==> run_1/cell_classes.png <==
Bar = 50 um.
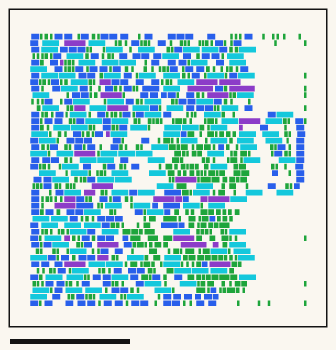
==> run_1/registers.png <==
Bar = 50 um.
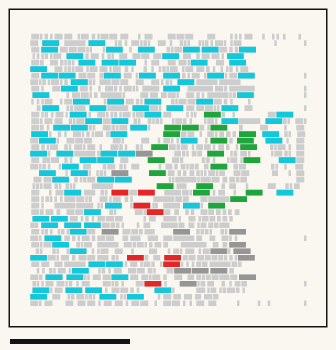
==> run_1/drive_strength.png <==
Bar = 50 um.
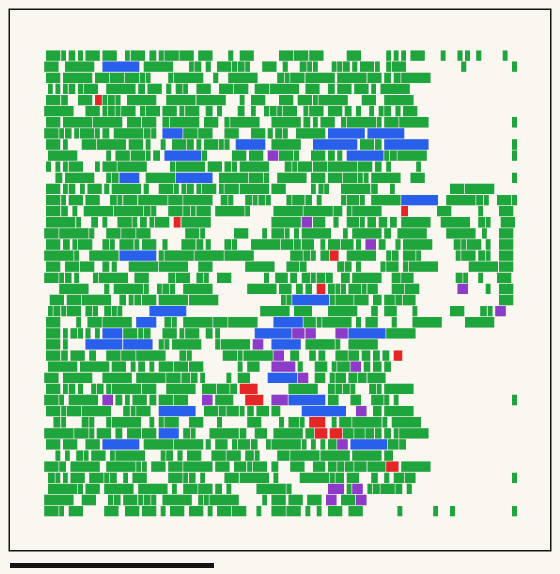
==> run_1/final_congestion.png <==
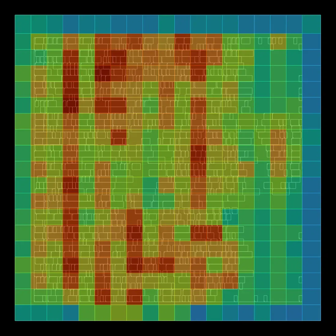
==> src/rtl/imu_link_supervisor.sv <==
// IMU packet qualifier + link FSM (IDLE/ACQUIRE/LOCKED/STALE/FAULT); optional stats via IMU_SUPERVISOR_STATS_EN.
// Latency: state, counters and output register update on the edge sampling pkt_strobe (visible next cycle).
// Backpressure: one-entry newest-wins output register; an unaccepted sample is overwritten and counted in drop_count.
module imu_link_supervisor #(
    parameter int LOCK_COUNT     = 4,
    parameter int FAULT_COUNT    = 3,
    parameter int TIMEOUT_CYCLES = 1200000
) (
    input  logic        clk,
    input  logic        reset,
    input  logic        pkt_strobe,
    input  logic        pkt_hdr_ok,
    input  logic [1:0]  pkt_flags,
    input  logic [95:0] pkt_data,
    output logic        out_valid,
    input  logic        out_ready,
    output logic [95:0] out_data,
    output logic [1:0]  out_flags,
    output logic [2:0]  link_state,
    output logic        link_ok,
    output logic [7:0]  drop_count,
    output logic [15:0] pkt_good_count,
    output logic [15:0] pkt_bad_count
);
    localparam int              TW      = $clog2(TIMEOUT_CYCLES + 1);
    localparam logic [TW-1:0]   TMO_MAX = TW'(TIMEOUT_CYCLES);
    localparam logic [3:0]      LOCK_N  = 4'(LOCK_COUNT);
    localparam logic [3:0]      FAULT_N = 4'(FAULT_COUNT);

    typedef enum logic [2:0] {
        S_IDLE   = 3'd0,
        S_ACQ    = 3'd1,
        S_LOCKED = 3'd2,
        S_STALE  = 3'd3,
        S_FAULT  = 3'd4
    } state_t;

    state_t          state_q, state_d;
    logic [3:0]      good_cnt_q, good_cnt_d, bad_cnt_q, bad_cnt_d;
    logic [3:0]      good_inc, bad_inc;
    logic [TW-1:0]   timer_q;
    logic            good, bad, tmo, fwd;

    assign good     = pkt_strobe & pkt_hdr_ok;
    assign bad      = pkt_strobe & ~pkt_hdr_ok;
    assign good_inc = (good_cnt_q == 4'hF) ? 4'hF : good_cnt_q + 4'd1;
    assign bad_inc  = (bad_cnt_q == 4'hF) ? 4'hF : bad_cnt_q + 4'd1;
    // Any strobe in the timeout cycle masks the timeout, even a bad one.
    assign tmo      = (timer_q == TMO_MAX) & ~pkt_strobe;
    // Decided on the current state, so the packet that completes lock is never forwarded.
    assign fwd      = good & (state_q == S_LOCKED) & (pkt_flags != 2'b00);

    always_comb begin
        state_d    = state_q;
        good_cnt_d = good_cnt_q;
        bad_cnt_d  = bad_cnt_q;
        if (good) begin
            good_cnt_d = good_inc;
            bad_cnt_d  = 4'd0;
        end else if (bad) begin
            good_cnt_d = 4'd0;
            bad_cnt_d  = bad_inc;
        end

        if (bad && (bad_inc == FAULT_N)) begin
            state_d = S_FAULT;
        end else begin
            case (state_q)
                S_IDLE, S_STALE, S_FAULT: begin
                    if (good) begin
                        if (LOCK_N == 4'd1) begin
                            state_d    = S_LOCKED;
                            good_cnt_d = 4'd0;
                        end else begin
                            state_d    = S_ACQ;
                            good_cnt_d = 4'd1;
                        end
                    end
                end
                S_ACQ: begin
                    if (good && (good_inc >= LOCK_N)) begin
                        state_d    = S_LOCKED;
                        good_cnt_d = 4'd0;
                    end else if (tmo) begin
                        state_d    = S_IDLE;
                        good_cnt_d = 4'd0;
                    end
                end
                S_LOCKED: begin
                    if (tmo) begin
                        state_d    = S_STALE;
                        good_cnt_d = 4'd0;
                    end
                end
                default: begin
                    state_d    = S_IDLE;
                    good_cnt_d = 4'd0;
                end
            endcase
        end
    end

    always_ff @(posedge clk) begin
        if (reset) begin
            state_q    <= S_IDLE;
            good_cnt_q <= 4'd0;
            bad_cnt_q  <= 4'd0;
            timer_q    <= '0;
            out_valid  <= 1'b0;
            out_data   <= 96'd0;
            out_flags  <= 2'b00;
            drop_count <= 8'd0;
        end else begin
            state_q    <= state_d;
            good_cnt_q <= good_cnt_d;
            bad_cnt_q  <= bad_cnt_d;
            if (good) begin
                timer_q <= '0;
            end else if (timer_q != TMO_MAX) begin
                timer_q <= timer_q + TW'(1);
            end

            if (fwd) begin
                out_data  <= pkt_data;
                out_flags <= pkt_flags;
                out_valid <= 1'b1;
                if (out_valid && !out_ready && (drop_count != 8'hFF)) begin
                    drop_count <= drop_count + 8'd1;
                end
            end else if (out_valid && out_ready) begin
                out_valid <= 1'b0;
            end
        end
    end

    assign link_state = state_q;
    assign link_ok    = (state_q == S_LOCKED);

`ifdef IMU_SUPERVISOR_STATS_EN
    logic [15:0] good_stat_q, bad_stat_q;

    always_ff @(posedge clk) begin
        if (reset) begin
            good_stat_q <= 16'd0;
            bad_stat_q  <= 16'd0;
        end else begin
            if (good) good_stat_q <= good_stat_q + 16'd1;
            if (bad)  bad_stat_q  <= bad_stat_q + 16'd1;
        end
    end

    assign pkt_good_count = good_stat_q;
    assign pkt_bad_count  = bad_stat_q;
`else
    assign pkt_good_count = 16'd0;
    assign pkt_bad_count  = 16'd0;
`endif

endmodule

==> config.mk <==
export PLATFORM = sky130hd
export DESIGN_NAME = imu_link_supervisor
export DESIGN_NICKNAME = d
export VERILOG_FILES = /design/src/rtl/imu_link_supervisor.sv
export SDC_FILE = /design/constraint.sdc
export NUM_CORES = 1
export LEC_CHECK = 0
export CORE_MARGIN = 8
export CORE_UTILIZATION = 42
export CTS_CLUSTER_SIZE = 16
export DETAILED_ROUTE_END_ITERATION = 8
export PLACE_DENSITY = 0.77
export SYNTH_ARGS = -nofsm -noshare
export SYNTH_HDL_FRONTEND = slang
export SYNTH_SLANG_ARGS = --single-unit
==> constraint.sdc <==
create_clock -name clk -period 2.4 [get_ports clk]
set_input_delay 0.36 -clock clk [delete_from_list [all_inputs] [get_ports clk]]
set_output_delay 0.36 -clock clk [all_outputs]
set_load 0.01 [all_outputs]
==> flow_metrics.tcl <==
# implementation run metrics
set metrics [dict create \
    outcome "finished clean" \
    pwr.group.sequential_mw 2.32 \
    crit_buf_inv 2 \
    wl_met2_um 8510 \
    met3_length_um 2000 \
    final.signal_buffer_count 232 \
    max_slew_margin 0.647 \
    power.largest_group "clock" \
    drt_iter0_markers 246 \
    maxSlewViolCount 0 \
    endpoint "link_ok" \
    total_tool_warning_count 27 \
    netSwitchingPower_mw 1.09 \
    worst-slew-pin-transition_ps 529 \
    yosys_register_bits 139 \
    top_area_cell_class "registers" \
    arrival_time_worst_endpoint_ps 1890 \
    synthesis.instances 707 \
    clock_insertion_delay_worst_skew_ps 410 \
    drc_errors 0 \
    cts_hold_buf 0 \
    min-delay-path-class "in2reg" \
    yosysUniqueCellTypes 49 \
    registers.top_by_ff_count "out_data" \
    place_worst_setup_slack_ps 115 \
    power.ir.vdd_worst_mv 0.406 \
    first_pass_grt_wire_length_um 27900 \
    yosys_cells 707 \
    ios 246 \
    layout.non_clock_inverters 9 \
    synth-adder-area-share 0.0110 \
    final_cell_area_mm2 0.00858 \
    number_of_gates_resized_after_cts 0 \
    maxUsedRoutingLayer "met4" \
    final-nonclk-buf-share 0.272 \
    number_of_placed_cells_counting_well_taps 1073 \
    routability_congestion 0.788 \
    routed_via_density 4.82 \
    cts_inserted_buffers 17 \
    gr-usage-met1 0.209 \
    worst-r2r-setup-slack_ps 270 \
    cts_buffer_depth 2 \
    register_area_mm2 0.00278 \
    cap_viol_max_count 0 \
    synth.cellmix.xorXnorShare 0.0402 \
    edff_count_synth 0 \
    wirelength_um 17500 \
    r2r-start "link_state[0]" \
    p_seq_frac 0.434 \
    clock_edge_transition_at_the_registers_on_the_reported_setup_and_hold_paths_ps 50 \
    post-dp-hpwl_um 12800 \
    fin_nets 1024 \
    number_of_flip_flops_under_the_largest_register_name 96 \
    drt_pre_antenna_iters 4 \
    cts_setup_buffers 0 \
    p_comb_frac 0.054 \
    layout_top_registers "out_data (96), timer_q (21), drop_count (8)" \
    fp.dieW_um 132 \
    post_synth_seq_share 0.491 \
    chipHeight_um 132 \
    area.growth.synth_to_final_pct 51.2 \
    mi_logic_area_mm2 0.00257 \
    synth.top_cells.by_area "dfxtp_1 49%, nand2_1 14%, a21oi_1 9.4%" \
    mux_area_frac 0.00353 \
    globalRouteMet3Util 0.111 \
    cp_cell_sequence "or3b_4 > inv_1 > clkdlybuf4s50_1" \
    synth.cellmix.simpleShare 0.248 \
    final.clkbuf_count 22 \
    hold_viol 0 \
    design.seq.count 139 \
    yosysWarnings 0 \
    ys_async_sr_fraction 0 \
    grt-ovfl-total 0 \
    setup_viol 0 \
    number_of_rows_created_at_floorplan 42 \
    critical_path.max_fanout 7 \
    final_layout_top_logic_cell "clkdlybuf4s50_1" \
    worst-r2r-cell-count 5 \
    req_time_crit_path_ps 2040 \
    startpoint "link_state[0]" \
    clock_tree_area_fraction 0.0737 \
    dpl-instance-area_mm2 0.00794 \
    timing.setup.tns_ps 0 \
    netlist_area_mm2 0.00567 \
]
Back to the opening pictures, cell_classes.png:
[all other logic] green | cells: 526 | share of their area: 31%
[clock drivers and dummy loads] purple | cells: 32 | share of their area: 7.6%
[flops] cyan | cells: 139 | share of their area: 33%
[other buffers and delay cells] blue | cells: 232 | share of their area: 28%

Back to the opening pictures, registers.png:
[timer_q] green | placed flops: 21
[out_data] cyan | placed flops: 96
[drop_count] red | placed flops: 8
not colored: 14

Back to the opening pictures, drive_strength.png:
[drive 6 and up] blue | cells: 30 | share: 3.2%
[drive 1 or less] green | cells: 865 | share: 93%
[drive 2] red | cells: 12 | share: 1.3%
[drive 3 to 4] purple | cells: 22 | share: 2.4%

Back to the opening pictures, final_congestion.png:
DR WL/cell: 15.8 um
most crowded layer after global routing: met2
GRT Overall Usage: 0.198
global routing usage on met2: 0.327

